File: src/rtl/threshold_monitor.sv
// Registered threshold comparator with signed/unsigned mode, hysteresis band and a
// persistence filter that debounces the "above" state with rise/fall events and sticky flags.
module threshold_monitor #(
   parameter int WIDTH   = 16,
   parameter bit SIGNED  = 1'b0,
   parameter int PERSIST = 3
) (
   input  logic             clk,
   input  logic             rst,
   input  logic             in_valid,
   input  logic [WIDTH-1:0] in,
   input  logic [WIDTH-1:0] thresh,
   input  logic [WIDTH-1:0] hyst,
   input  logic             clr,
   output logic             greater,
   output logic             lesser,
   output logic             equal,
   output logic             above,
   output logic             rise_evt,
   output logic             fall_evt,
   output logic             rise_seen,
   output logic             fall_seen
);
   localparam int XW = WIDTH + 2;
   localparam int CW = $clog2(PERSIST + 1);
   localparam logic [CW-1:0] P_LAST = CW'(PERSIST);

   typedef enum logic [1:0] {LOW, PEND_HIGH, HIGH, PEND_LOW} state_t;

   state_t        r_state;
   logic [CW-1:0] r_cnt;
   logic          r_greater, r_lesser, r_equal, r_above;
   logic          r_rise_evt, r_fall_evt, r_rise_seen, r_fall_seen;

   logic          w_sx_in, w_sx_th;
   logic signed [XW-1:0] w_in_x, w_th_x, w_hy_x, w_upper, w_lower;
   logic          w_hi_q, w_lo_q, w_gt, w_lt, w_eq;
   logic [CW-1:0] w_cnt_inc;

   // Two guard bits keep thresh +/- hyst exact, so every compare is a plain signed one.
   assign w_sx_in   = SIGNED ? in[WIDTH-1] : 1'b0;
   assign w_sx_th   = SIGNED ? thresh[WIDTH-1] : 1'b0;
   assign w_in_x    = {{2{w_sx_in}}, in};
   assign w_th_x    = {{2{w_sx_th}}, thresh};
   assign w_hy_x    = {2'b00, hyst};
   assign w_upper   = w_th_x + w_hy_x;
   assign w_lower   = w_th_x - w_hy_x;
   assign w_hi_q    = w_in_x > w_upper;
   assign w_lo_q    = w_in_x < w_lower;
   assign w_gt      = w_in_x > w_th_x;
   assign w_lt      = w_in_x < w_th_x;
   assign w_eq      = w_in_x == w_th_x;
   assign w_cnt_inc = r_cnt + 1'b1;

   always_ff @(posedge clk) begin
      if (rst) begin
         r_state     <= LOW;
         r_cnt       <= '0;
         r_greater   <= 1'b0;
         r_lesser    <= 1'b0;
         r_equal     <= 1'b0;
         r_above     <= 1'b0;
         r_rise_evt  <= 1'b0;
         r_fall_evt  <= 1'b0;
         r_rise_seen <= 1'b0;
         r_fall_seen <= 1'b0;
      end else begin
         r_rise_evt <= 1'b0;
         r_fall_evt <= 1'b0;
         // A pulse being presented or being generated this edge beats a concurrent clr.
         if (clr && !r_rise_evt) r_rise_seen <= 1'b0;
         if (clr && !r_fall_evt) r_fall_seen <= 1'b0;
         if (in_valid) begin
            r_greater <= w_gt;
            r_lesser  <= w_lt;
            r_equal   <= w_eq;
            case (r_state)
               LOW: if (w_hi_q) begin
                  if (PERSIST == 1) begin
                     r_state     <= HIGH;
                     r_above     <= 1'b1;
                     r_rise_evt  <= 1'b1;
                     r_rise_seen <= 1'b1;
                  end else begin
                     r_state <= PEND_HIGH;
                     r_cnt   <= CW'(1);
                  end
               end
               PEND_HIGH: if (!w_hi_q) begin
                  r_state <= LOW;
                  r_cnt   <= '0;
               end else if (w_cnt_inc == P_LAST) begin
                  r_state     <= HIGH;
                  r_cnt       <= '0;
                  r_above     <= 1'b1;
                  r_rise_evt  <= 1'b1;
                  r_rise_seen <= 1'b1;
               end else begin
                  r_cnt <= w_cnt_inc;
               end
               HIGH: if (w_lo_q) begin
                  if (PERSIST == 1) begin
                     r_state     <= LOW;
                     r_above     <= 1'b0;
                     r_fall_evt  <= 1'b1;
                     r_fall_seen <= 1'b1;
                  end else begin
                     r_state <= PEND_LOW;
                     r_cnt   <= CW'(1);
                  end
               end
               PEND_LOW: if (!w_lo_q) begin
                  r_state <= HIGH;
                  r_cnt   <= '0;
               end else if (w_cnt_inc == P_LAST) begin
                  r_state     <= LOW;
                  r_cnt       <= '0;
                  r_above     <= 1'b0;
                  r_fall_evt  <= 1'b1;
                  r_fall_seen <= 1'b1;
               end else begin
                  r_cnt <= w_cnt_inc;
               end
               default: r_state <= LOW;
            endcase
         end
      end
   end

   assign greater   = r_greater;
   assign lesser    = r_lesser;
   assign equal     = r_equal;
   assign above     = r_above;
   assign rise_evt  = r_rise_evt;
   assign fall_evt  = r_fall_evt;
   assign rise_seen = r_rise_seen;
   assign fall_seen = r_fall_seen;
endmodule

File: config.mk
export PLATFORM = sky130hd
export DESIGN_NAME = threshold_monitor
export DESIGN_NICKNAME = d
export VERILOG_FILES = /design/src/rtl/threshold_monitor.sv
export SDC_FILE = /design/constraint.sdc
export NUM_CORES = 1
export LEC_CHECK = 0
export CORE_ASPECT_RATIO = 0.5
export CORE_MARGIN = 3
export CORE_UTILIZATION = 53
export DETAILED_ROUTE_END_ITERATION = 16
export GPL_TIMING_DRIVEN = 0
export PLACE_DENSITY = 0.83
export SYNTH_ARGS = -nofsm -noshare
export SYNTH_HDL_FRONTEND = slang
export SYNTH_SLANG_ARGS = --single-unit
File: constraint.sdc
create_clock -name clk -period 9.1 [get_ports clk]
set_clock_uncertainty 0.15 [all_clocks]
set_input_delay 1.365 -clock clk [delete_from_list [all_inputs] [get_ports clk]]
set_output_delay 1.365 -clock clk [all_outputs]
set_load 0.01 [all_outputs]
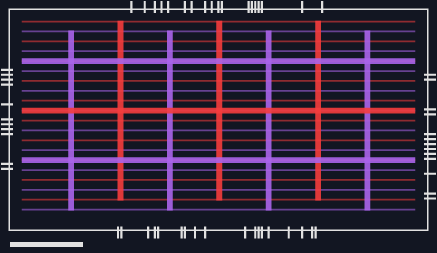
Fig. 1. PDN straps and rails.
Bar = 20 um. Pins as bars on the die edge.
legend:
  VDD:
    colour: red
  VSS:
    colour: purple
met5 straps: 3
signal pins: 60

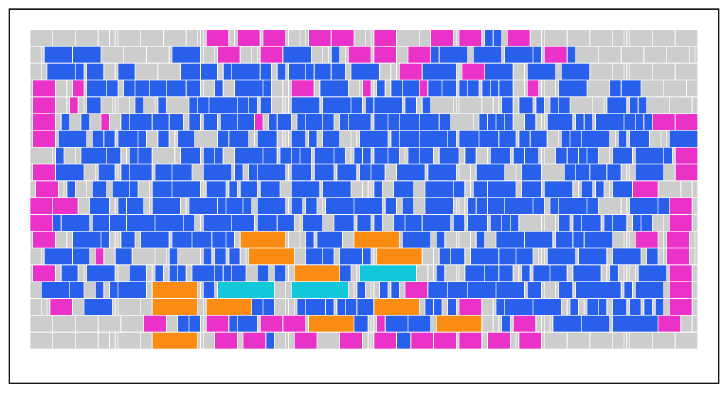
Fig. 2. Cell classes on the final placement.
Fill, decap, tap and diode cells in grey.
legend:
  remaining logic cells:
    colour: blue
    cells: 393
    share_of_their_area: 75%
  clock-net drivers:
    colour: cyan
    cells: 3
    share_of_their_area: 2.0%
  remaining buffers and delay cells:
    colour: magenta
    cells: 70
    share_of_their_area: 17%
  registers:
    colour: orange
    cells: 12
    share_of_their_area: 6.3%

==> metrics.yaml <==
final_timing:
  fin_tns_setup_ns: 0
  fin_crit_ns: 6.41
  max_freq_ghz: 0.156
  setup_slack_ns: 2.69
  finalSetupViolCount: 0
  finalCritPeriodShare: 0.704
  slew_headroom: 0.493
  worst_slew_pin_slew_ns: 0.750
  drv_slew: 0
  hold_viol: 0
  whs_ns: 0.322
synthesis:
  avgSynthCellArea_um2: 7.51
  synth_flops: 12
  yosys.area.top_type: "ha_1"
  edf_count: 0
  yosys_warnings: 0
  ys_seq_frac: 0.0769
  ff_type: "dfxtp_1"
  netlist_instances: 416
  top_cells_by_area: "ha_1 32%, dfxtp_1 7.7%, inv_1 6.6%"
  syn_area_mm2: 0.00312
  ys_cells: 416
  async_reset_ff_frac: 0
  synth_dominant_cell_count: "ha_1"
  synth_top_area_share: 0.316
  yosysUniqueCellTypes: 61
  common_cells: "79 x ha_1, 55 x inv_1, 32 x a21oi_1, 30 x nor2_1, 25 x nand2_1"
outcome:
  status: "finished, final reports clean"
global_routing:
  grt_max_degree: 11
  grt_overflow: 0
  grt_usage: 0.224
  grt_pass1_wl_mm: 12.6
  grt_antenna_before_repair: 0
  first_global_vias: 2817
floorplan:
  ios: 60
  die_x_um: 115
  rows: 19
  fp_util: 0.559
  chipArea_mm2: 0.00691
  core_area_mm2: 0.00559
  die_h_um: 60.3
placed_design:
  gp_congestion: 0.929
  place_hpwl_mm: 6.68
  port-buffer-count: 59
  dp_cells: 548
  place_ws_ns: 2.50
  place_area_mm2: 0.00381
clocking:
  cts_hold_buf: 0
  clockBufferDepth: 2
  cts_setup_buffers: 0
  cts_buffers: 3
  cts_root_buffer: "clkbuf_16"
  ctsResizeCount: 0
  cts.sinks: 12
  h-tree-depth: 1
  clk_pin_slew_worst_paths_ns: 0.04
  insertion_delay_ns: 0.24
final_layout:
  fin_util: 0.695
  area_delta_synth_final_pct: 24.2
  instances_no_fill: 551
  fillers: 485
  drive_above_1_share: 0.0230
  mi_logic_area_mm2: 0.00262
  final_area_mm2: 0.00388
  final_nets: 613
power_and_ir_drop:
  internal-power_mw: 0.224
  leakage_nw: 1.80
  power_mw: 0.378
  combPwrFrac: 0.644
  seqPwrFrac: 0.148
  ir_drop_uv: 82.8
  powerDensity_mw_per_mm2: 97.3
  p_sw_frac: 0.406
  pwr-share-clk: 0.208
  p_sw_mw: 0.153
hold_path:
  min_to: "fall_seen"
critical_path:
  cp.required_ns: 9.10
  cp_num_buf_inv: 2
  rr_worst_depth: 5
  crit_end: "r_cnt[0]"
  cp_slowest_cell: "nor4b_1"
  path_cells: "clkdlybuf4s50_1 -> ha_1 -> inv_1 -> fa_1 -> or2_1 -> a221oi_1 -> o2111ai_2 -> a21oi_1 -> o21ai_0 -> a2111oi_0 -> a211oi_1 -> ha_1 -> nand2_1 -> nor2_1 -> nand3_1 -> o211ai_1 -> nor4b_1 -> o21ai_0 -> a221oi_1"
  endpoint_kind: "register"
  r2r_end: "r_cnt[0]"
  cp_num_cells: 19
  reg2reg_slack_ns: 7.03
  crit_family: "AND-OR/OR-AND gates"
  critPathArrivalTime_ns: 6.41
  crit_start: "thresh[0]"
  max_stage_delay_ns: 0.64
  crit_fanout: 5
routing:
  drcViolationCount: 0
  via_per_inst: 5.87
  routed_wl_mm: 8.06
  drt_first_iter_violations: 244
  postRouteAntennaNets: 0
job:
  maxCapViolCount: 0
  warnings: 42
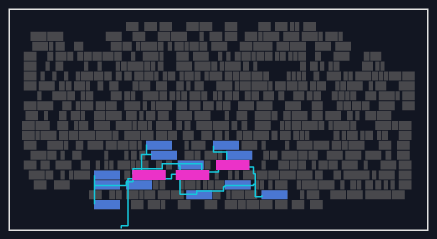
Fig. 3. Routed clock nets over the placement.
legend:
  clock-net drivers:
    colour: magenta
    count: 3
  flip-flops:
    colour: blue
    count: 12
  clock wires:
    colour: cyan
    length: 158 um
routed clock nets: 4

-- layer usage --
metal,track usage,up-vias,part of all wire
met5,0,-,0
met4,0.0220,0,0.0017
met3,0.0222,2,0.065
met2,0.385,108,0.45
met1,0.315,1495,0.49
li1,-,1632,-
-- kinds of logic after synthesis --
group | synth area share
xor gates and xnor gates | 0.0617
AOI/OAI and AO/OA | 0.257
buffers and inverters | 0.0849
and+or+nand+nor | 0.184
muxes | 0.00681
adders and majority gates | 0.329
DFF | 0.0769
-- cell usage in the layout (no fill, tap or decap), types with 4 or more instances in the layout --
cell              n
nor2_1           30
o21a_1            6
nor3_1            9
a211oi_1          7
a21oi_1          32
o21ai_0          23
nor2b_1           7
dfxtp_1          12
nand4_1           8
nand2b_1          4
o21bai_1          4
a21o_1            8
xnor2_1          19
nand2_1          25
nand3_1           6
inv_1            55
or3_1             4
o211ai_1          4
clkbuf_1          7
ha_1             79
clkdlybuf4s50_1  59
a31oi_1           6
-- registers in the layout, summed over array words and instances (netlist names) --
register   flops
r_cnt          2
r_state        2
above          1
equal          1
fall_evt       1
fall_seen      1
greater        1
lesser         1
rise_evt       1
rise_seen      1
-- power by group through the flow --
stage          registers [mW]  clock network (mW)  logic (mW)
5_1_grt                0.0562              0.0823       0.271
3_3_place_gp           0.0569                   0       0.233
3_5_place_dp           0.0569                   0       0.237
2_1_floorplan          0.0571                   0       0.165
6_report               0.0561              0.0786       0.243
4_1_cts                0.0560              0.0784       0.240
-- tightest hold or removal path, delay by kind of cell, from the launching register on --
family | cells | cell delay (ns)
AOI/OAI and AO/OA | 2 | 0.12
DFF | 1 | 0.30
-- layout make-up --
class,instances,area share
buffer,11,0.0152
timing repair buffer,59,0.152
multi-input combinational,338,0.675
clock buffer,3,0.0193
inverter,55,0.0532
sequential,12,0.0619
tap,73,0.0235
Power and IR drop assume default switching activity.
